[config.mk]
export PLATFORM = sky130hd
export DESIGN_NAME = load_store_unit
export DESIGN_NICKNAME = d
export VERILOG_FILES = /design/src/rtl/lsu_pkg.sv /design/src/rtl/lsu_lane_align.sv /design/src/rtl/load_store_unit.sv
export SDC_FILE = /design/constraint.sdc
export NUM_CORES = 1
export LEC_CHECK = 0
export CAP_MARGIN = 10
export CORE_ASPECT_RATIO = 1.2
export CORE_MARGIN = 4
export CORE_UTILIZATION = 47
export CTS_CLUSTER_DIAMETER = 50
export DETAILED_ROUTE_END_ITERATION = 8
export PLACE_DENSITY = 0.77
export SLEW_MARGIN = 0
export SYNTH_ARGS = -nofsm -noshare
export SYNTH_HDL_FRONTEND = slang
export SYNTH_HIERARCHICAL = 1
export SYNTH_SLANG_ARGS = --single-unit
[constraint.sdc]
create_clock -name clk -period 2.35 [get_ports clk]
set_input_delay 0.47 -clock clk [delete_from_list [all_inputs] [get_ports clk]]
set_output_delay 0.47 -clock clk [all_outputs]
set_load 0.005 [all_outputs]
[src/rtl/lsu_pkg.sv]
// Shared encodings for the load/store unit.
// Size codes, FSM states and the request bundle latched at acceptance.
package lsu_pkg;

  localparam int MEM_BYTES_DEF = 64;

  localparam logic [1:0] SZ_BYTE = 2'b00;
  localparam logic [1:0] SZ_HALF = 2'b01;
  localparam logic [1:0] SZ_WORD = 2'b10;

  typedef enum logic [2:0] {
    S_IDLE,
    S_READ,
    S_MERGE,
    S_WRITE,
    S_RESP
  } lsu_state_t;

  typedef struct packed {
    logic        we;
    logic [1:0]  size;
    logic        sign_ext;
    logic [1:0]  off;
    logic [15:0] wdata;
  } lsu_req_t;

endpackage

[src/rtl/lsu_lane_align.sv]
// Big-endian lane extract with sign/zero extension and lane merge.
// Purely combinational; offset 0 is the most significant byte.
module lsu_lane_align
  import lsu_pkg::*;
(
  input  logic [31:0] rd_word,
  input  logic [15:0] wdata,
  input  logic [1:0]  off,
  input  logic [1:0]  size,
  input  logic        sign_ext,
  output logic [31:0] ext,
  output logic [31:0] merged
);

  logic [4:0]  bsh;
  logic [4:0]  hsh;
  logic [7:0]  b;
  logic [15:0] h;

  always_comb begin
    bsh    = {~off, 3'b000};
    hsh    = off[1] ? 5'd0 : 5'd16;
    b      = 8'(rd_word >> bsh);
    h      = 16'(rd_word >> hsh);
    ext    = rd_word;
    merged = rd_word;
    unique case (1'b1)
      size == SZ_BYTE: begin
        ext    = {{24{sign_ext & b[7]}}, b};
        merged = (rd_word & ~(32'h0000_00ff << bsh))
               | ({24'd0, wdata[7:0]} << bsh);
      end
      size == SZ_HALF: begin
        ext    = {{16{sign_ext & h[15]}}, h};
        merged = (rd_word & ~(32'h0000_ffff << hsh))
               | ({16'd0, wdata} << hsh);
      end
      default: ;
    endcase
  end

endmodule

[src/rtl/load_store_unit.sv]
// Load/store controller for the big-endian word memory.
// Sub-word stores do a read-modify-write of the containing word.
module load_store_unit
  import lsu_pkg::*;
#(
  parameter int MEM_BYTES = MEM_BYTES_DEF
) (
  input  logic        clk,
  input  logic        reset_n,
  input  logic        req,
  input  logic        we,
  input  logic [1:0]  size,
  input  logic        sign_ext,
  input  logic [31:0] addr,
  input  logic [31:0] wdata,
  output logic        busy,
  output logic        done,
  output logic        err,
  output logic [31:0] rdata,
  output logic [31:0] mem_address,
  output logic [31:0] mem_write_data,
  output logic        mem_write,
  output logic        mem_read,
  input  logic [31:0] mem_read_data
);

  lsu_state_t  state;
  lsu_req_t    q;
  logic        bad;
  logic [32:0] last_byte;
  logic [31:0] ext;
  logic [31:0] merged;

  // Computed wide so high addresses cannot wrap into range.
  assign last_byte = {1'b0, addr[31:2], 2'b00} + 33'd3;

  always_comb begin
    bad = 1'b0;
    unique case (1'b1)
      size == SZ_BYTE: bad = 1'b0;
      size == SZ_HALF: bad = addr[0];
      size == SZ_WORD: bad = addr[1:0] != 2'b00;
      default:         bad = 1'b1;
    endcase
    if (last_byte >= 33'(MEM_BYTES)) bad = 1'b1;
  end

  lsu_lane_align u_align (
    .rd_word  (mem_read_data),
    .wdata    (q.wdata),
    .off      (q.off),
    .size     (q.size),
    .sign_ext (q.sign_ext),
    .ext      (ext),
    .merged   (merged)
  );

  always_ff @(posedge clk or negedge reset_n) begin
    if (!reset_n) begin
      state          <= S_IDLE;
      q              <= '0;
      busy           <= 1'b0;
      done           <= 1'b0;
      err            <= 1'b0;
      rdata          <= '0;
      mem_address    <= '0;
      mem_write_data <= '0;
      mem_write      <= 1'b0;
      mem_read       <= 1'b0;
    end else begin
      unique case (state)
        S_IDLE: begin
          if (req) begin
            q    <= '{we, size, sign_ext, addr[1:0], wdata[15:0]};
            busy <= 1'b1;
            if (bad) begin
              state <= S_RESP;
              done  <= 1'b1;
              err   <= 1'b1;
            end else if (we && size == SZ_WORD) begin
              state          <= S_WRITE;
              mem_write      <= 1'b1;
              mem_address    <= {addr[31:2], 2'b00};
              mem_write_data <= wdata;
            end else begin
              state       <= S_READ;
              mem_read    <= 1'b1;
              mem_address <= {addr[31:2], 2'b00};
            end
          end
        end
        S_READ: begin
          mem_read <= 1'b0;
          state    <= S_MERGE;
        end
        S_MERGE: begin
          if (q.we) begin
            mem_write_data <= merged;
            mem_write      <= 1'b1;
            state          <= S_WRITE;
          end else begin
            rdata <= ext;
            done  <= 1'b1;
            state <= S_RESP;
          end
        end
        S_WRITE: begin
          mem_write      <= 1'b0;
          mem_write_data <= '0;
          done           <= 1'b1;
          state          <= S_RESP;
        end
        S_RESP: begin
          done  <= 1'b0;
          err   <= 1'b0;
          busy  <= 1'b0;
          state <= S_IDLE;
        end
        default: state <= S_IDLE;
      endcase
    end
  end

endmodule

**Run 1: wire density map**

Scale: 3 px per um. 23 x 28 tiles, from dark blue (low) to red (high), scaled to the fullest tile. Values are wire area over tile area, all layers added.
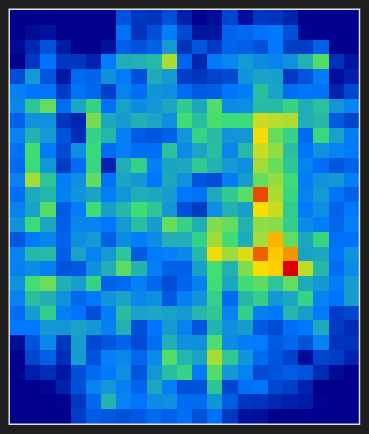
8.1% of the tiles are nearly empty. The fullest tile reaches 0.81. The densest ninth of the die: east.

**Run 1: ports around the boundary**

Scale: 3 px per um. Pins as bars across the die edge, other pins in grey.
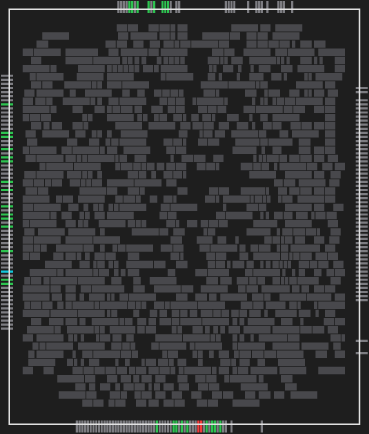
Cyan shows `mem_write`, pins 1, direction output, edge west. Green shows `wdata`, pins 32, direction input, edge 15 west, 9 south, 8 north. Red shows `size`, pins 2, direction input, edge south.

**Run 1: signal wires on met2**

Scale: 3 px per um.
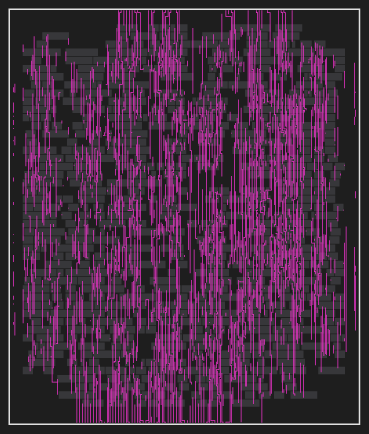
The layer carries 10600 um of wire. The longest straight run is 51.3 um. The layer holds 49% of the routed length.

**Run 1: met3 routing**

Scale: 3 px per um.
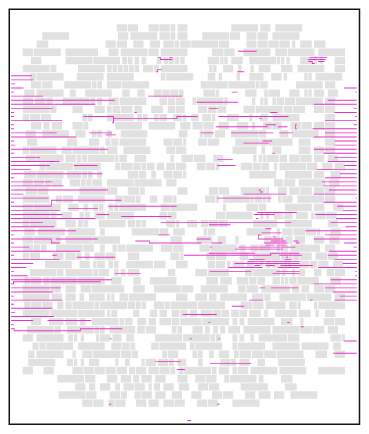
176 nets have wire on it. The layer holds 8.9% of the routed length. The longest straight run is 43.2 um.
met3 Resource Use GR: 9.166%
DRT Wirelength: 21.75 mm
routed via count: 5962

run 1: per-stage QoR:
stage / instance area, um^2 / setup TNS [ps] / cells
floorplan: 6609 / 0 / 621
finish: 9534 / 0 / 1009
global route: 9534 / 0 / 1009
global placement: 8924 / -404.0 / 977
CTS: 9523 / 0 / 1009
detailed placement: 8924 / -1745 / 977
run 1: registers in the layout (all words and copies together), names as in the netlist:
signal and count:
mem_write 1, err 1, mem_write_data 32, mem_address 30, mem_read 1, q 22
rdata 32, state 3, busy 1, done 1
run 1: cell usage after synthesis, drive strengths merged, types with 7 or more instances:
cell type  count  area (um^2)
a211oi         8        60.06
a21oi         38        190.2
a221o          8        80.08
a221oi        16        140.1
a22o           8        70.07
and2          28        177.7
buf           27        163.9
clkbuf        26        97.59
dfrtp        124         3103
inv           19        71.32
mux2          75        844.6
mux2i         16        160.2
mux4           8        183.9
nand2         39        146.4
nand2b         7        43.79
nand3         35        175.2
nor2          32        127.6
nor3b         34        266.5
o21ai         34        170.2
o32ai         16        140.1
run 1: layout by cell type (no fill, tap or decap), types with 19 or more instances in the layout:
cell and instances:
nor3b_1 33, a21oi_1 38, and2_1 27, dfrtp_1 123
o21ai_1 29, clkdlybuf4s50_1 200, nand3_1 35, buf_4 33
inv_1 19, mux2_2 75, nand2_1 39, nor2_1 30
run 1: where the power goes:
part	switching [mW]	internal (mW)	total, mW
combinational	0.561	0.632	1.19
clock	0.967	1.67	2.64
sequential	0.109	2.21	2.32
run 1: cell type report:
class                           instances  share of cell area [%]
Timing Repair Buffer                  238                   24.65
Sequential cell                       124                   32.56
Inverter                               19                  0.7480
Clock inverter                          9                   1.168
Multi-Input combinational cell        425                   33.52
Tap cell                              171                   2.244
Clock buffer                           23                   5.118
run 1: how the worst max path moves through the flow:
stage,start,endpoint,cells after the start,slack [ps]
after floorplan,q[17]$_DFFE_PN0P_,mem_write_data[16]$_DFFE_PN0P_,7,460
after global placement,mem_read_data[26],mem_write_data[26]$_DFFE_PN0P_,7,-60
after detailed placement,mem_read_data[23],rdata[13]$_DFFE_PN0P_,5,-110
after CTS,q[17]$_DFFE_PN0P_,rdata[8]$_DFFE_PN0P_,4,110
after global routing,q[17]$_DFFE_PN0P_,rdata[17]$_DFFE_PN0P_,6,0.6
final,q[17]$_DFFE_PN0P_,rdata[18]$_DFFE_PN0P_,6,80
run 1: cells by family (layout without fill, tap and decap cells):
| group | Yosys count | count (layout) |
|---|---|---|
| AND/OR/NAND/NOR | 192 | 192 |
| AND-OR/OR-AND | 132 | 132 |
| flip-flops | 124 | 124 |
| multiplexers | 99 | 99 |
| buffers and inverters | 72 | 289 |
| other | 1 | 2 |
run 1: repair_timing:
| action | CTS | global route |
|---|---|---|
| endpoints found under the hold margin | 0 | 0 |
| buffers inserted | 0 | 0 |
| endpoints found under the setup margin | 0 | 3 |
| gates resized | 0 | 3 |
run 1: layer usage:
metal  vias to the layer above  routed length (um)
met4                         0                 688
met2                       283               10550
li1                       2674                   -
met3                        52                1941
met5                         -                   0
met1                      2953                8566
==> results.toml, run 1 <==
# synthesis and place-and-route metrics
[global_routing]
grt_pass1_vias = 6357
grtUsageTotal_pct = 27.82
busiest_layer = "met2"
gr-usage-met1_pct = 34.73
antenna_found_initial = 0
grt_max_degree = 62
grt_pass1_wl_mm = 34.21

[critical_path]
start_kind = "flip-flop"
path_cells = "buf_4, mux2_2, a32oi_4, buf_12, nand2_1, mux2_2"
timing.rr.start = "q[17]$_DFFE_PN0P_"
path_class = "reg -> reg"
ff2ff_path_depth = 6
endpoint_kind = "flip-flop"
worstPathRequired_ps = 2650
critPathTopFamily = "flip-flops"
crit_buf_inv = 2
rrSetupSlack_ps = 80
cpMostUsedCell = "mux2_2"
arrival_ps = 2570
reg2reg_to = "rdata[18]$_DFFE_PN0P_"
critPathMaxFanout = 16
max_stage_delay_ps = 670

[clock_network]
clk_pin_slew_worst_paths_ps = 60
clock_sinks = 124
clk-insertion-delay-late_ps = 420
htree_levels = 4
cts_root_buf = "clkbuf_16"
cts_tree = "yes"
max-clock-path-buffers = 2

[power]
leakage_nw = 4.134
p_total_mw = 6.155
p_per_area_nw_per_um2 = 645.6

[placed_design]
gp_congestion = 0.9287
place_hpwl_mm = 15.94
dp_slack_ps = -115.0
portBuffers = 201

[layout]
flop_area_um2 = 3104
nFillCells = 1046
postLayoutCoreUtil_pct = 69.29
nets = 928
final-comb-area_um2 = 3196
drive_above_1_share_pct = 19.81
syn_to_final_growth_pct = 44.35

[synthesis]
edf_count = 0
ys_types = 43
synthFlopType = "dfrtp_1"
avgSynthCellArea_um2 = 10.65
ys_sh_mux_pct = 18.00
async_flop_share_pct = 100.0
fa_ha_area_share_pct = 0
synth-xor-area-share_pct = 0
yosysCellCount = 620
ys_top_logic_family = "multiplexers"
synth-seq-cells = 124
aoi_share_pct = 13.77
postSynthSeqShare_pct = 46.98
ys_warn_count = 6
synth_area_um2 = 6605

[flow_run]
tool_warnings = 26
drv_cap = 0

[drt]
post_drt_via_cell_ratio = 5.909
drc = 0

[sta]
setup_violations = 0
worst_slew_pin_slew_ps = 646.6
whs_ps = 75.37
slew-limit-headroom_pct = 56.89
fin_crit_ps = 2273
drv_slew = 0
fin_crit_sh_pct = 96.71
max_freq_mhz = 440.0
rsz0062_at_grt = "false"
skew_ps = 7.143

[floorplanning]
die_height_um = 137.9
io_pins = 204
core_area_um2 = 13760
rows = 47
dieArea_um2 = 16020

[status]
status = "finished, final reports clean"
--- run 2 (diff from run 1) ---
Settings changed: CORE_ASPECT_RATIO 1.2 to 2, GPL_TIMING_DRIVEN set to 0.
**Run 2: routing congestion map**

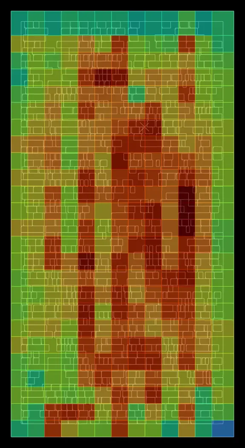
Total Routing Usage GR: 30.86%
met3 Resource Use GR: 6.215%
met1 Use GR: 30.35%

==> run 2 against run 1 <==
  * The flow now finishes with violations (DRC)
  * Cell count grew 4.2%
  * Combinational power grew 6%
  * Non-clock buffer count up 24
  * Core utilization up 0.28 points
  * Worst hold slack improved by 410 ps
  * Critical path type unchanged
  * Clock-buffer cell count decreased by 5
  * Largest power group unchanged
  * Critical endpoint is now mem_write_data[14]$_DFFE_PN0P_
==> results.toml, run 2 <==
# synthesis and place-and-route metrics
[layout]
nFillCells = 1059
top_regs = "mem_write_data (32), rdata (32), mem_address (30)"
layout_top_cells = "clkdlybuf4s50_1 (198), dfrtp_1 (124), mux2_2 (75), a21oi_1 (38), nand2_1 (38)"
stdcell_count = 1051
lay_top_count = "clkdlybuf4s50_1"
nets = 952
design_area_um2 = 9610

[critical_path]
rrSetupSlack_ps = 40
critPathMaxFanout = 10
worstPathRequired_ps = 2690
endpoint_kind = "flip-flop"
timing.rr.start = "q[17]$_DFFE_PN0P_"
start_kind = "flip-flop"

[sta]
skew_ps = 11.11
fin_crit_sh_pct = 98.13
worst_slew_pin_slew_ps = 802.9
max_freq_mhz = 433.6
fin_crit_ps = 2306
whs_ps = 482.4

[status]
failed_checks = "DRC"
status = "finished with violations"

[power]
p_per_area_nw_per_um2 = 656.8
netSwitchingFraction_pct = 28.21
p_total_mw = 6.312
internal_power_mw = 4.531
seqPwrFrac_pct = 36.6
p_comb_share_pct = 20.0
clockPowerShare_pct = 43.4

[synthesis]
yosysCellCount = 620
postSynthSeqShare_pct = 46.98
async_flop_share_pct = 100.0
topCellsByArea = "dfrtp_1 (47%), mux2_2 (13%), nor3b_1 (3.8%)"
ys_types = 43
top_cells_by_count = "dfrtp_1 (124), mux2_2 (75), nand2_1 (39), a21oi_1 (38), nand3_1 (35)"
synth_top_area_share_pct = 46.98
top_area_cell = "dfrtp_1"
synthFlopType = "dfrtp_1"
synth_area_um2 = 6605
synth-seq-cells = 124
edf_count = 0

[clock_network]
clock_sinks = 124
cts_tree = "yes"
htree_levels = 4

[drt]
post_drt_via_cell_ratio = 5.836
vias = 6134
drc = 1

[floorplanning]
rows = 61
io_pins = 204
core_area_um2 = 13810
die_height_um = 175.7

[global_routing]
grt_max_degree = 84
antenna_found_initial = 0
grt_pass1_vias = 6627

[placed_design]
portBuffers = 201
placed_cell_area_um2 = 8886
gp_congestion = 0.9152

[flow_run]
tool_warnings = 27
## run 2: power groups by stage
stage / combinational, mW / sequential [mW] / clock (mW)
2_1_floorplan: 0.679 / 2.31 / 0
3_3_place_gp: 1.18 / 2.34 / 0
3_5_place_dp: 1.20 / 2.35 / 0
4_1_cts: 1.22 / 2.31 / 2.77
5_1_grt: 1.33 / 2.32 / 2.88
6_report: 1.26 / 2.31 / 2.74
## run 2: worst max-delay path, stage by stage (launching register included)
cell	delay, ps
dfrtp_1	370
buf_6	140
nand2b_1	350
clkbuf_2	330
o32ai_1	140
a221oi_1	230
nor3b_1	390
a21oi_1	110
o21ai_1	160
## run 2: metrics by stage
| step | util, % | setup slack, ps |
|---|---|---|
| after floorplan | - | 460.4 |
| after global placement | 64.12 | -3875 |
| after detailed placement | 64.32 | -508.2 |
| after CTS | 69.09 | 9.774 |
| after global routing | 69.57 | -7.623 |
| final | 69.57 | 43.91 |
## run 2: path summary, 6_finish.rpt
path	endpoint
hold / removal	mem_address[27]$_DFFE_PN0P_
hold reg to reg	mem_address[27]$_DFFE_PN0P_
setup reg to reg	mem_write_data[14]$_DFFE_PN0P_
max in group asynchronous	q[20]$_DFFE_PN0P_
min in group asynchronous	mem_address[30]$_DFFE_PN0P_
setup / recovery	mem_write_data[14]$_DFFE_PN0P_
## run 2: cell families (layout without fill, tap and decap cells)
group | Yosys count | count (layout) | share of synthesized area [%]
buffers and inverters | 72 | 313 | 5.039
muxes | 99 | 99 | 18.00
and+or+nand+nor | 192 | 192 | 16.16
other | 1 | 2 | 0.05677
DFF | 124 | 124 | 46.98
AOI/OAI and AO/OA | 132 | 132 | 13.77
## run 2: area by class of cell
class / instances / area [um^2] / area share [%]
Multi-Input combinational cell: 425 / 3201 / 33.30
Sequential cell: 124 / 3103 / 32.29
Timing Repair Buffer: 210 / 2121 / 22.07
Clock buffer: 18 / 429.2 / 4.466
Buffer: 52 / 266.5 / 2.773
Tap cell: 189 / 236.5 / 2.461
Clock inverter: 14 / 182.7 / 1.901
Inverter: 19 / 71.32 / 0.7421
## run 2: what timing repair did
item	CTS	global route
endpoints found under the hold margin	41	0
setup endpoints to repair	58	26
setup buffers	2	5
gates resized	5	11
hold buffers	1	0
pin swaps	0	3
## run 2: layer usage
layer	track usage (%)	vias to the layer above	share of wire, %
met2	59.30	321	56
li1	-	2714	-
met3	6.215	80	5.8
met4	15.82	0	5.3
met1	30.35	3019	33
met5	0	-	0
--- run 3 (diff from run 2) ---
Settings changed: CORE_UTILIZATION 47 to 38, PLACE_DENSITY 0.77 to 0.64.
**Run 3: ports around the boundary**

Scale: 3 px per um. Pins as bars across the die edge, other pins in grey.
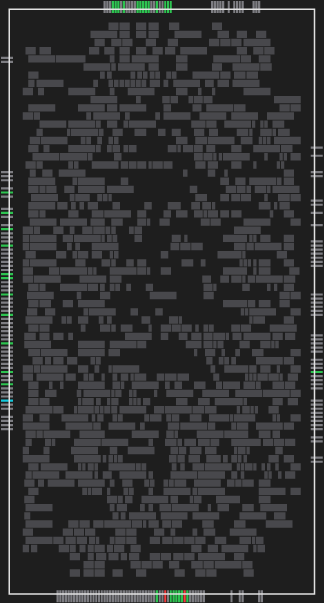
Green shows `wdata`, pins 32, direction input, edge 13 north, 11 west, 7 south, 1 east. Cyan shows `mem_write`, pins 1, direction output, edge west. Red shows `size`, pins 2, direction input, edge south.
All pins by edge: 61 west, 59 south, 46 east, 38 north.
port bufs: 201
Die Y-Extent: 194.5 um

==> run 3 against run 2 <==
  * The run now ends clean
  * First-iteration DRC count decreased by 35%
  * Wire length increased by 2.5%
  * Critical path depth decreased by 2
  * Clock-buffer cell count increased by 6
  * Via count decreased by 1.5%
  * Maximum frequency increased by 0.95%
  * Power decreased by 4.8%
  * Clock power decreased by 11%
  * Non-clock buffer count decreased by 1
  * Worst hold slack improved by 2.3 ps
  * Die size increased by 22%
  * Synthesized area unchanged
  * Largest cell class unchanged
==> results.toml, run 3 <==
# synthesis and place-and-route metrics
[sta]
drv_slew = 0
fin_crit_sh_pct = 97.20
layout_setup_ws_ps = 65.71
slew-limit-headroom_pct = 48.66
whs_ps = 484.7
skew_ps = 5.803
fin_crit_ps = 2284

[critical_path]
endpoint_kind = "flip-flop"
reg2reg_to = "mem_write_data[18]$_DFFE_PN0P_"
critPathSlowestCell = "clkdlybuf4s50_1"
path_class = "in -> reg"
max_stage_delay_ps = 580
ff2ff_path_depth = 7
worstPathRequired_ps = 2650

[floorplanning]
io_pins = 204
core_area_um2 = 17190
dieArea_um2 = 19680

[synthesis]
ys_types = 43
synth_top_area_share_pct = 46.98
avgSynthCellArea_um2 = 10.65
synth_top_cell_by_count = "dfrtp_1"
top_area_cell = "dfrtp_1"
edf_count = 0
async_flop_share_pct = 100.0
synthFlopType = "dfrtp_1"

[layout]
syn_to_final_growth_pct = 44.78
layout_top_cells = "clkdlybuf4s50_1 (200), dfrtp_1 (124), mux2_2 (75), a21oi_1 (38), nand2_1 (38)"
lay_top_count = "clkdlybuf4s50_1"
drive_above_1_share_pct = 18.35
stdcell_count = 1071

[global_routing]
grtUsageTotal_pct = 26.08
grt_max_degree = 84

[placed_design]
gp_congestion = 0.8827

[status]
status = "finished, final reports clean"

[power]
p_per_area_nw_per_um2 = 628.6

[drt]
vias = 6045
drc = 0
wirelength_mm = 25.30

[clock_network]
clk_pin_slew_worst_paths_ps = 60
htree_levels = 4
clk-insertion-delay-late_ps = 410
cts_tree = "yes"

[flow_run]
tool_warnings = 26
run 3: netlist changes by cell type in the layout (fill, tap and decap cells not counted), sizes merged:
cell | previous run | this run
buf | 33 | 32
bufinv | 3 | 0
clkbuf | 46 | 52
clkdlybuf4s50 | 198 | 200
clkinv | 3 | 2
clkinvlp | 3 | 5
dlymetal6s2s | 2 | 0
inv | 24 | 20
run 3: logic make-up (layout without fill, tap and decap cells):
group | count (synthesis) | count (layout) | share of synthesized area (%)
simple gates | 192 | 192 | 16.16
compound gates | 132 | 132 | 13.77
flops | 124 | 124 | 46.98
mux | 99 | 99 | 18.00
buf+inv | 72 | 312 | 5.039
other cells | 1 | 2 | 0.05677
run 3: per-stage QoR:
step,power [mW],setup TNS (ps)
detailed placement,3.559,-33250
CTS,6.026,0
finish,6.011,0
global placement,3.535,-515410
global route,6.221,0
floorplan,2.985,0
run 3: layer usage:
metal | routed length [um] | GRT usage (%)
met3 | 1566 | 6.537
met5 | 0 | 0
met2 | 14140 | 48.15
met1 | 8221 | 25.25
met4 | 1378 | 14.74
run 3: final cells by class:
cell class / count / area [um^2]
Fill cell: 1518 / 7624
Multi-Input combinational cell: 425 / 3201
Sequential cell: 124 / 3103
Timing Repair Buffer: 208 / 2101
Clock buffer: 24 / 491.7
Buffer: 53 / 272.8
Tap cell: 210 / 262.8
Inverter: 19 / 71.32
Clock inverter: 8 / 60.06
run 3: power breakdown:
part           internal (mW)  switching [mW]  leakage (nW)
Combinational          0.624           0.633          2.22
Clock                   1.46           0.976         0.255
Sequential              2.21           0.101          1.64
Total                   4.30            1.71          4.12
run 3: timing repair:
item,CTS,global route
pin swaps,0,1
gates resized,8,7
endpoints found under the setup margin,57,13
gates cloned,0,0
buffers inserted,3,2
endpoints found under the hold margin,41,0
hold buffers,1,0
run 3: critical path: cells and delay by family:
kind / cells / cell delay, ps
AOI/OAI and AO/OA: 1 / 320
buffers and inverters: 2 / 720
muxes: 2 / 870
and+or+nand+nor: 1 / 190
run 3: how the worst max path moves through the flow:
stage | cells after the start | from | endpoint | slack [ps]
after floorplan | 7 | q[17]$_DFFE_PN0P_ | mem_write_data[16]$_DFFE_PN0P_ | 460
after global placement | 1 | reset_n | rdata[2]$_DFFE_PN0P_ | -3940
after detailed placement | 8 | req | mem_write_data[3]$_DFFE_PN0P_ | -510
after CTS | 9 | q[17]$_DFFE_PN0P_ | mem_write_data[31]$_DFFE_PN0P_ | 40
after global routing | 9 | q[17]$_DFFE_PN0P_ | mem_write_data[28]$_DFFE_PN0P_ | 4
final | 6 | mem_read_data[31] | rdata[11]$_DFFE_PN0P_ | 70
Power is estimated from default activity; no workload was simulated.
